==> config.mk <==
export PLATFORM = sky130hd
export DESIGN_NAME = sum_accumulator
export DESIGN_NICKNAME = d
export VERILOG_FILES = /design/src/rtl/sum_accumulator.sv
export SDC_FILE = /design/constraint.sdc
export NUM_CORES = 1
export LEC_CHECK = 0
export CAP_MARGIN = 10
export CORE_MARGIN = 2
export CORE_UTILIZATION = 50
export CTS_CLUSTER_SIZE = 14
export DETAILED_ROUTE_END_ITERATION = 12
export PLACE_DENSITY = 0.78
export SLEW_MARGIN = 5
export SYNTH_ARGS = -nofsm -noshare
export SYNTH_HDL_FRONTEND = slang
export SYNTH_SLANG_ARGS = --single-unit
==> constraint.sdc <==
create_clock -name clk -period 5.88 [get_ports clk]
set_input_delay 1.176 -clock clk [delete_from_list [all_inputs] [get_ports clk]]
set_output_delay 1.176 -clock clk [all_outputs]
set_load 0.02 [all_outputs]
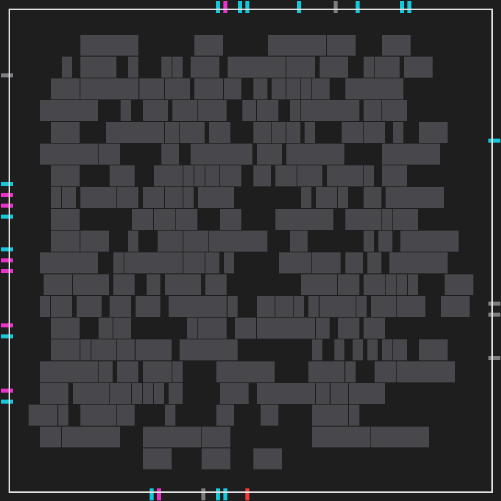
io_placement.png
(8 px per um) Pins as bars across the die edge, other pins in gray.
magenta -> `sum_data`  # pins 8, direction input, edge 6 left, 1 bottom, 1 top
red -> `reset`  # pins 1, direction input, edge bottom
cyan -> `acc_data`  # pins 16, direction output, edge 7 top, 5 left, 3 bottom, 1 right
all pins by edge = 12 left, 9 top, 6 bottom, 4 right
IO buf count: 30
die y size: 60.2 um

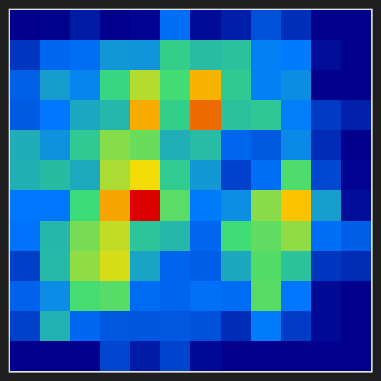
metal_density.png
(6 px per um) The die is cut into 12 by 12 equal tiles; dark blue is low, red is high, scaled to the fullest tile. Values are wire area over tile area, all layers added.
nearly empty tiles = 15%
mean over tiles = 0.16
tiles over half the peak = 18%
fullest tile = 0.56
routed wire length: 3630 um
Vias: 1438

==> flow_summary.toml <==
# generated from flow reports
[outcome]
outcome = "finished clean"

[sta]
fin_skew_ns = 0.00781
slew_headroom = 0.557
finalHoldViolCount = 0
max_freq_mhz = 303
max_slew.worst_pin.slew_ns = 0.662
tns_ns = 0
setup_viol = 0
rsz0062_at_grt = "no"

[synthesis]
area_leaders = "dfxtp_1 36%, ha_1 12%, nor2_1 5.7%"
netlist_instances = 179
ys.warnings.count = 0
synth_seq_share = 0.355
synth_nets = 207
synth_area_mm2 = 0.00158
yosys_area_mm2 = 0.00158
ys_ff = 28
yosysUniqueCellTypes = 45
top_area_frac = 0.355
yosysTopAreaCell = "dfxtp_1"

[drt]
wire_per_inst_um = 14.4
wl_met3_um = 179
drc = 0
routed-wl-met2_um = 1870
highest_layer = "met4"
ant_nets = 0
drt-pass1-iter-count = 4
viasPerCell = 5.71
drtIter0Drc = 76
drt-met1-wl_um = 1530

[global_route]
grt_pass1_vias = 1399
overflow = 0
grtUsageTotal = 0.225
antenna_found_initial = 0
grt_max_degree = 19

[run]
warnings = 31

[clock_network]
cts.sinks = 28
clockRootBuffer = "clkbuf_4"
cts.clk_slew.worst_paths_ns = 0.15
ctsResizeCount = 0
htree_num_levels = 1
cts_setup_buffers = 0
cts_tree = "done"
hold_buffers = 0

[die]
fp_util = 0.521
die_area_mm2 = 0.00362
io_pins = 31
die_w_um = 60.2
row_count = 20

[layout]
lay_top_cells = "30 x clkdlybuf4s50_1, 28 x dfxtp_1, 24 x nor2_1, 15 x ha_1"
final_nets = 238
largest_reg_flops = 16
final_layout_top_logic_cell = "clkdlybuf4s50_1"
final_cells = 252
num_antenna_cells = 0
drive_above_1_share = 0.0433

[setup_path]
cp-start-kind = "input port"
crit_required_ns = 6.14
worstPathMaxFanout = 6
path_class = "input port to flip-flop"
arrival_ns = 3.57
worst-path-stages = 9
crit_path_max_incr_delay_ns = 0.48
crit_chain = "clkdlybuf4s50_1, ha_1, inv_1, fa_1, nand2b_1, a21oi_2, o211ai_4, or4_1, a21oi_1"
crit_slowest_cell = "or4_1"
critPathTopFamily = "simple AND/OR/NAND/NOR gates"
crit_path_end_kind = "flip-flop"
r2r_cells = 8

[power]
p_leak_nw = 0.739
power.density_mw_per_mm2 = 183
peakVddDrop_mv = 0.0768

[place]
dp_hpwl_um = 2840

[hold_path]
whs_path_depth = 1
## area by class of cell
type / instances / area [um^2]
timing repair buffer: 30 / 300
fill: 270 / 1090
inverter: 11 / 41.3
tap: 44 / 55.1
clock buffer: 3 / 22.5
multi-input combinational: 136 / 961
sequential: 28 / 561
## worst register-to-register path, stage by stage (launching register included)
cell and delay (ns):
dfxtp_1 0.38, ha_1 0.20, inv_1 0.08, fa_1 0.41, nand2b_1 0.20, a21oi_2 0.30
o211ai_4 0.14, or4_1 0.48, a21oi_1 0.15
## power by group
part | total, mW | internal, mW | switching (mW)
clock | 0.0798 | 0.0240 | 0.0558
sequential | 0.202 | 0.196 | 0.00599
combinational | 0.0719 | 0.0328 | 0.0392
## layer usage
layer  vias to the layer above  track usage
met5                         -            0
met4                         0       0.0825
met3                         8       0.0346
met2                        55        0.398
met1                       677        0.273
li1                        698            -
## stage by stage
step | util | area [um^2] | worst slack (ns) | hold slack (ns) | total power [mW]
3_3_place_gp | 0.633 | 1920 | 2.34 | 0.420 | 0.273
3_5_place_dp | 0.633 | 1920 | 2.26 | 0.434 | 0.278
2_1_floorplan | - | 1580 | 2.92 | 0.414 | 0.252
6_report | 0.641 | 1940 | 2.58 | 0.452 | 0.354
5_1_grt | 0.641 | 1940 | 2.48 | 0.457 | 0.375
4_1_cts | 0.641 | 1940 | 2.60 | 0.455 | 0.357
## kinds of logic (layout without fill, tap and decap cells)
family                   after synthesis  in the layout  share of synthesized area
AND-OR/OR-AND                         49             49                      0.224
XOR/XNOR                              11             11                     0.0611
adder cells (fa/ha/maj)               16             16                      0.132
buffers and inverters                 15             44                     0.0357
flip-flops                            28             28                      0.355
multiplexers                           1              1                    0.00634
AND/OR/NAND/NOR                       59             59                      0.186
## cell usage after synthesis, drive strengths merged
master	number
a211oi	4
a21boi	1
a21o	3
a21oi	12
a221o	1
a22oi	4
a311oi	1
a32o	1
a32oi	1
a41o	1
and3	4
clkbuf	4
dfxtp	28
fa	1
ha	15
inv	11
mux2i	1
nand2	10
nand2b	3
nand3	1
nand4	2
nor2	25
nor2b	4
nor3	1
nor3b	1
nor4	1
nor4b	1
o2111ai	1
o211ai	6
o21a	3
o21ai	6
o21bai	1
o22ai	1
o311ai	1
o41ai	1
or2	2
or2b	1
or3	2
or4	1
xnor2	4
xor2	7
Power and IR drop assume default switching activity.
